==> config.mk <==
export PLATFORM = sky130hd
export DESIGN_NAME = mem_arbiter_flat
export DESIGN_NICKNAME = d
export VERILOG_FILES = /design/src/rtl/mem_arb_pkg.sv /design/src/rtl/mem_arbiter_if.sv /design/src/rtl/mem_arbiter_rr_arb2.sv /design/src/rtl/mem_arbiter.sv /design/src/flat_wrapper.sv
export SDC_FILE = /design/constraint.sdc
export NUM_CORES = 1
export LEC_CHECK = 0
export CAP_MARGIN = 20
export CORE_MARGIN = 8
export CORE_UTILIZATION = 33
export CTS_CLUSTER_SIZE = 20
export DETAILED_ROUTE_END_ITERATION = 7
export GPL_TIMING_DRIVEN = 0
export PLACE_DENSITY = 0.81
export SLEW_MARGIN = 25
export SYNTH_ARGS = -nofsm -noshare
export SYNTH_HDL_FRONTEND = slang
export SYNTH_SLANG_ARGS = --single-unit
export TNS_END_PERCENT = 1
==> constraint.sdc <==
create_clock -name clk -period 3 [get_ports clk]
set_input_delay 0.9 -clock clk [delete_from_list [all_inputs] [get_ports clk]]
set_output_delay 0.9 -clock clk [all_outputs]
set_load 0.05 [all_outputs]
Run 1, I/O pins on the die edge:
Pins as bars across the die edge, other pins in gray.
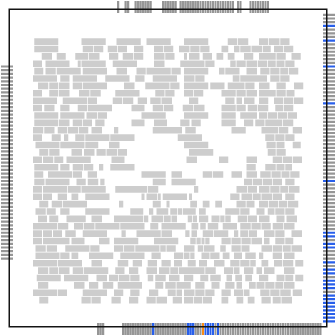
legend:
  orange:
    port: bus_mem_en
    pins: 1
    direction: output
    edge: bottom
  blue:
    port: bus_d_wdata
    pins: 32
    direction: input
    edge: 23 right, 9 bottom
Vert. Die Dim: 116 microns
I/O Buffers: 267
chip width: 116 microns

Run 1, sequential cells colored by netlist name:
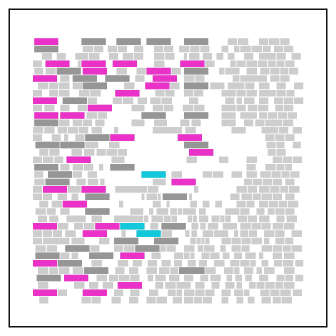
legend:
  magenta:
    signal: u_core.bus.d_rdata
    placed_flops: 32
  cyan:
    signal: u_core.r_cnt
    placed_flops: 3
not colored: 37
Seq/total area: 0.267
Sequential Power: 0.00173 W
Final Util: 0.690
Reg area: 1800 sq um

Run 1, signal wires by layer:
Bar = 20 microns.
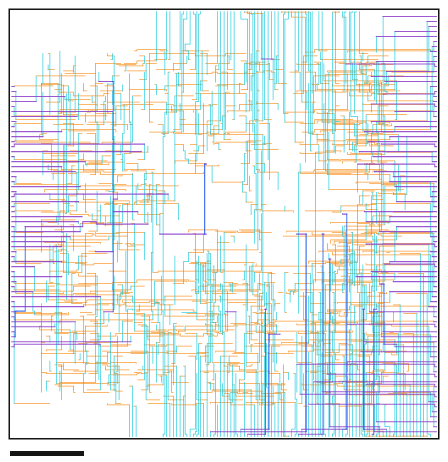
legend:
  blue:
    layer: met4
    wire_length: 469 microns
  orange:
    layer: met1
    wire_length: 5,270 microns
  purple:
    layer: met3
    wire_length: 1,770 microns
  cyan:
    layer: met2
    wire_length: 7,490 microns
Total Routing Usage GR: 0.216
DRT Wirelength: 15,000 microns

==> ci_impl_report.md, run 1 <==
## Synthesis and layout report

| Metric | Value |
|---|---|
| Mux area share | 0.224 |
| Adder share | 0.00753 |
| Final WS setup | 58.0 ps |
| Fillcell total | 727 |
| Synthesized area | 3320 sq um |
| Final Wtd Congestion | 0.903 |
| Synth Seq Share | 0.543 |
| Slew Viols, Final | 0 |
| First-pass GRT wire length | 21,800 microns |
| Cell count after synthesis | 250 |
| Core area | 9770 sq um |
| Ys cells | 250 |
| R2r worst-path depth | 6 |
| # hold bufs at CTS | 0 |
| Fin. Hold Viols | 0 |
| Largest net degree at the start of global routing | 38 |
| Compound-cell area share of the yosys netlist | 0.102 |
| Post-DR wirelength/cell | 22.2 microns |
| Yosys top cell by area | dfrtp_1 |
| Area share, top type | 0.535 |
| Number of setup violations in the final report | 0 |
| Worst clock skew | 7.92 ps |
| Worst-margin pin slew | 567 ps |
| PD cells | 1070 nW/um^2 |
| Maximum fanout along the worst path | 6 |
| Share of cells above drive strength 1 | 0.384 |
| Max VDD drop | 0.000879 V |
| Arr. time, crit path | 2040 ps |
| Area delta synth->final | 103% |
| Leakage power | 2.98 nW |
| Crit Path Category | primary input to output pin |
| Critical Path Sink Type | output pin |
| Num rows | 36 |
| Synth Area per Inst | 13.3 sq um |
| Distinct cells, synth | 22 |
| Fin crit period | 2940 ps |
| Status | complete, no violations |
| Max Root-Sink Buffers | 2 |
| Simple-Gate Area Share | 0.0828 |
| Antenna violations before repair | 0 |
| CTS tree | built |
| Path category of the worst min-delay check | primary input to asynchronous set/reset pin |
| Tool warnings | 28 |
| CTS HTree Levels | 3 |
| Initial drt markers | 75 |
| Drc violations | 0 |
| Yosys stat chip area | 3320 sq um |
| Ports | 268 |
| Vias in the first global route | 3,593 |
| Post-DP HPWL | 11,600 microns |
| Post-layout period usage | 0.981 |
| Vias after detailed routing | 3,202 |
| Synth Register Bits | 72 |
| 1st-pass router iterations | 4 |
| Placement Setup Slack | -1260 ps |
| Relative slew slack | 0.621 |
| NumNets Final | 673 |
| Maxcap violations | 0 |
| CTS root buf | clkbuf_8 |
| Drt via density | 4.74 |
| XOR Share, Synth | 0.00264 |
| YS warnings | 0 |
| R2R setup slack | 1010 ps |
| Fmax | 340 MHz |
[run 1: synthesized netlist by cell type]
cell type  number
a21o_1          2
a22o_1         32
mux2_2         66
ha_1            2
xnor2_1         1
dfrtp_1        71
and2_1         33
a31oi_1         2
nor2_1          1
a21oi_1         5
nand3b_1        1
inv_1           5
nand2b_1        1
and3_4          1
dfstp_2         1
nand3_1         1
buf_2          15
and3_1          1
buf_6           3
nor2b_1         4
nand2_1         1
o21a_1          1
[run 1: cell families after synthesis]
group | Yosys count
adder cells (fa/ha/maj) | 2
multiplexers | 66
AND/OR/NAND/NOR | 44
XOR/XNOR | 1
flip-flops | 72
AND-OR/OR-AND | 42
buffers and inverters | 23
[run 1: area by class of cell]
class	instances	area, sq um	area share
clock inverter	5	81.3	0.0121
inverter	5	18.8	0.00278
sequential	72	1800	0.267
multi-input combinational	155	1500	0.223
tap	133	166	0.0247
buffer	17	159	0.0236
clock buffer	10	138	0.0204
timing repair buffer	278	2880	0.427
[run 1: worst max-delay path, stage by stage]
cell     delay [ps]
buf_16           80
nor2b_4         150
and3_4          210
buf_8           140
buf_8           140
buf_6           110
and2_4          140
buf_6           150
[run 1: report_power, final]
part,internal [W],switching (W)
clock network,0.000486,0.000356
logic,0.00180,0.00287
registers,0.00147,0.000255
[run 1: cells in the final DEF, fill, tap and decap left out, drive strengths merged]
cell type,n
and2,33
clkinvlp,1
a21o,2
o21a,1
a21oi,5
nand3b,1
nor2,1
a31oi,2
nand2b,1
inv,5
nor2b,4
clkbuf,17
ha,2
xnor2,1
mux2,66
and3,2
a22o,32
bufbuf,1
clkinv,2
dfstp,1
clkdlybuf4s50,195
dfrtp,71
bufinv,2
buf,90
dlygate4sd2,2
nand2,1
nand3,1
[run 1: stage by stage]
step	std cells	total power, W	hold slack, ps	TNS (ps)
finish	675	0.00724	492	0
global route	675	0.00757	474	-23.6
CTS	676	0.00730	481	-768
detailed placement	651	0.00628	492	-77400
global placement	650	0.00618	484	-347970
floorplan	250	0.00461	467	-960
[run 1: repair_timing]
| action | 4_1_cts | 5_1_grt |
|---|---|---|
| gates cloned | 4 | 0 |
| pin swaps | 20 | 0 |
| resized | 508 | 16 |
| endpoints found under the setup margin | 69 | 61 |
| setup buffers | 6 | 0 |
[run 1: metal layers]
layer	track usage	vias up	routed length [microns]
li1	-	1464	-
met1	0.213	1544	5270
met2	0.386	167	7490
met3	0.0972	27	1770
met4	0.0933	0	469
met5	0	-	0
Run 1, clock routing:
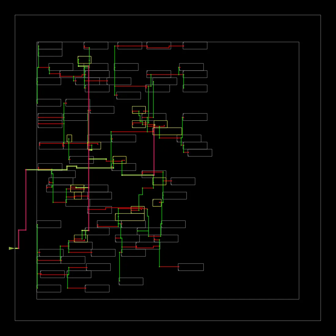

==> inputs of run 2 (changes only) <==
Settings changed: SKIP_CTS_REPAIR_TIMING set to 1.
Run 2, clock routing:
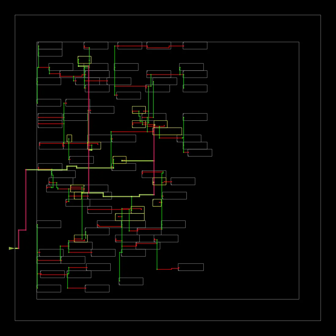
clk sinks: 72
registers: 72
P_clk: 0.000839 W

Run 2, I/O pins on the die edge:
Pins as bars across the die edge, other pins in gray.
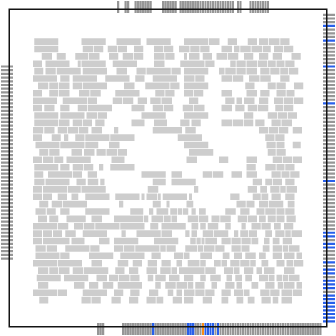
legend:
  blue:
    port: bus_d_wdata
    pins: 32
    direction: input
    edge: 23 right, 9 bottom
  orange:
    port: bus_mem_en
    pins: 1
    direction: output
    edge: bottom

==> run 2 against run 1 <==
Against the previous run: the flow now finishes with violations (setup timing); global-route usage decreased by 1.3 points; design area decreased by 3.4%; worst setup slack got worse by 200 ps; power decreased by 1.6%; clock skew about the same; die area unchanged; clock power about the same; via count decreased by 2.0%; clock-buffer cell count unchanged; sequential share of layout area increased by 0.94 points; flip-flop count unchanged; critical path type unchanged; largest power group unchanged; highest routed layer unchanged.
==> ci_impl_report.md, run 2 <==
## Synthesis and layout report

| Metric | Value |
|---|---|
| Post-synth EDFFs | 0 (unchanged) |
| Tool warnings | 28 (unchanged) |
| Path category of the worst min-delay check | primary input to asynchronous set/reset pin |
| Antenna violations before repair | 0 (unchanged) |
| Cell count after synthesis | 250 (unchanged) |
| Num rows | 36 (unchanged) |
| Chip width | 116 microns (unchanged) |
| Ys cells | 250 (unchanged) |
| CTS root buf | clkbuf_8 |
| Leakage power | 2.88 nW (-3.3%) |
| Top Layout Cells | 195 x clkdlybuf4s50_1, 71 x dfrtp_1, 66 x mux2_2, 52 x buf_6, 33 x and2_1 |
| Worst-skew pair later-pin latency | 340 ps |
| GRT met3 Usage | 0.0946 (-0.00259) |
| Most common cell in the netlist | dfrtp_1 |
| Total Die Area | 13,500 sq um |
| Fin. Hold Viols | 0 (unchanged) |
| Placed Cells | 651 (unchanged) |
| Fin crit period | 3140 ps (+200 ps) |
| Setup TNS | -4370 ps (-4370 ps) |
| Drc violations | 0 (unchanged) |
| Post-DR wirelength/cell | 21.7 microns (-2.5%) |
| Distinct cells, synth | 22 (unchanged) |
| Post-route ant nets | 0 |
| Critical Path Sink Type | output pin |
| Final Wtd Congestion | 0.903 (unchanged) |
| Final WS setup | -142 ps (-200 ps) |
| Maximum fanout along the worst path | 19 (+13) |
| Post-DP HPWL | 11,600 microns (unchanged) |
| Arr. time, crit path | 2240 ps (+200 ps) |
| 1st-pass router iterations | 4 (unchanged) |
| Maxcap violations | 0 (unchanged) |
| Synth Area per Inst | 13.3 sq um (unchanged) |
| Slew Viols, Final | 0 (unchanged) |
| Worst Path Required | 2100 ps |
| Worst clock skew | 8.24 ps (+0.316 ps) |
| Fmax | 318 MHz (-6.4%) |
| R2R setup slack | 1010 ps (about the same) |
| I/O Buffers | 267 (unchanged) |
| Max VDD drop | 0.000875 V (-0.48%) |
| Yosys top cell by area | dfrtp_1 |
| Crit Path Category | primary input to output pin |
| Area share, top type | 0.535 (unchanged) |
| Synth Register Bits | 72 (unchanged) |
| Comb gate area | 1400 sq um (-6.5%) |
| Vias in the first global route | 3,438 (-4.3%) |
| Total Routing Usage GR | 0.203 (-0.0134) |
| Initial drt markers | 168 (+120%) |
| R2r worst-path depth | 6 (unchanged) |
| Largest net degree at the start of global routing | 39 (+2.6%) |
| Reg area | 1800 sq um (unchanged) |
| Final total power | 0.00713 W (-1.6%) |
| Most frequent cells after synthesis | 71 x dfrtp_1, 66 x mux2_2, 33 x and2_1 |
| Post-layout period usage | 1.05 (+0.0667) |
| Clock transition at path regs | 70 ps |
| Synthesized area | 3320 sq um (unchanged) |
| Init Core Util | 0.340 |
| Area delta synth->final | 96.0% |
| YS warnings | 0 (unchanged) |
| Synth Flop Type | dfrtp_1 |
| Worst-margin pin slew | 555 ps (-11.8 ps) |
| First-pass GRT wire length | 20,600 microns (-5.4%) |
| Nature of the critical path startpoint | primary input |
| Max Root-Sink Buffers | 2 (unchanged) |
| Failing checks | setup timing |
| Placement Setup Slack | -1260 ps (unchanged) |
| Met1 Usage GRT | 0.204 (-0.00852) |
| CTS tree | built |
| Final Util | 0.666 (-0.0234) |
| Synth Seq Share | 0.543 (unchanged) |
| Final Non-Filler Cells | 667 (-1.2%) |
| Yosys stat chip area | 3320 sq um (unchanged) |
| PD cells | 1090 nW/um^2 (+1.8%) |
| Share of cells above drive strength 1 | 0.335 (-0.0486) |
| Drt via density | 4.71 (-0.79%) |
| M2 GR Usage | 0.357 (-0.0289) |
| CTS HTree Levels | 3 (unchanged) |
| Synth Net Count | 385 |
| Relative slew slack | 0.629 (+0.00789) |
| Fillcell total | 774 (+6.5%) |
| TritonCTS Buffers | 9 |
| NumNets Final | 665 (-1.2%) |
| Diode count | 0 |
| Vert. Die Dim | 116 microns (unchanged) |
| Number of setup violations in the final report | 55 (+55) |
| Status | finished with violations |
| Busiest grt layer | met2 |
| Grt total ovfl | 0 |
| Post-synthesis async set-or-reset flop share | 1.00 (unchanged) |
| Biggest area cells | dfrtp_1 53%, mux2_2 22%, a22o_1 8.4%, and2_1 6.2%, buf_2 2.3% |
| Commonest Layout Cell | clkdlybuf4s50_1 |
| Ports | 268 (unchanged) |
| RSZ-0062 raised after global routing | true |
| Core area | 9770 sq um (unchanged) |
Run 2, signal wires by layer:
Bar = 20 microns.
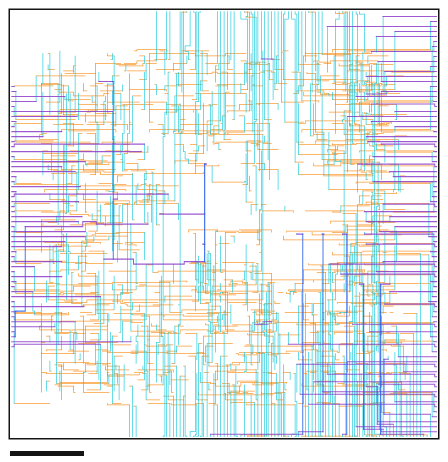
legend:
  orange:
    layer: met1
    wire_length: 5,050 microns
  blue:
    layer: met4
    wire_length: 375 microns
  cyan:
    layer: met2
    wire_length: 7,160 microns
  purple:
    layer: met3
    wire_length: 1,860 microns
DRT Wirelength: 14,500 microns
vias after detailed routing: 3,139

-- run 2: cell counts after synthesis --
Identical to the previous run, type by type.
-- run 2: cell families (layout without fill, tap and decap cells) --
kind of cell | after synthesis | in the layout | share of synthesized area
DFF | 72 | 72 | 0.543
xor gates and xnor gates | 1 | 1 | 0.00264
and+or+nand+nor | 44 | 44 | 0.0828
adders and majority gates | 2 | 2 | 0.00753
buffers and inverters | 23 | 307 | 0.0384
muxes | 66 | 66 | 0.224
AOI/OAI and AO/OA | 42 | 42 | 0.102
-- run 2: per-stage QoR --
| step | cell area (sq um) | hold WS (ps) |
|---|---|---|
| after detailed placement | 6190 | 492 |
| after global routing | 6510 | 342 |
| after floorplan | 3330 | 467 |
| after global placement | 6170 | 484 |
| final | 6510 | 359 |
| after CTS | 6410 | 509 |
-- run 2: worst max-delay path, cell delays in order --
cell	delay [ps]
buf_16	140
nor2b_1	130
buf_4	170
and3_4	180
buf_8	140
buf_6	140
a22o_2	280
buf_6	150
-- run 2: cell type report --
cell class | instances | area share
Multi-Input combinational cell | 155 | 0.215
Clock inverter | 5 | 0.0125
Inverter | 5 | 0.00288
Tap cell | 133 | 0.0256
Clock buffer | 10 | 0.0211
Timing Repair Buffer | 269 | 0.423
Buffer | 18 | 0.0229
Sequential cell | 72 | 0.277
-- run 2: per-layer routing --
| layer | wire length (microns) | part of all wire | vias up |
|---|---|---|---|
| li1 | - | - | 1448 |
| met1 | 5050 | 0.35 | 1500 |
| met2 | 7160 | 0.50 | 168 |
| met3 | 1860 | 0.13 | 23 |
| met4 | 375 | 0.026 | 0 |
| met5 | 0 | 0 | - |
-- run 2: power breakdown --
part	internal [W]	switching, W
clock network	0.000486	0.000353
logic	0.00172	0.00284
registers	0.00147	0.000252
Power is estimated from default activity; no workload was simulated.
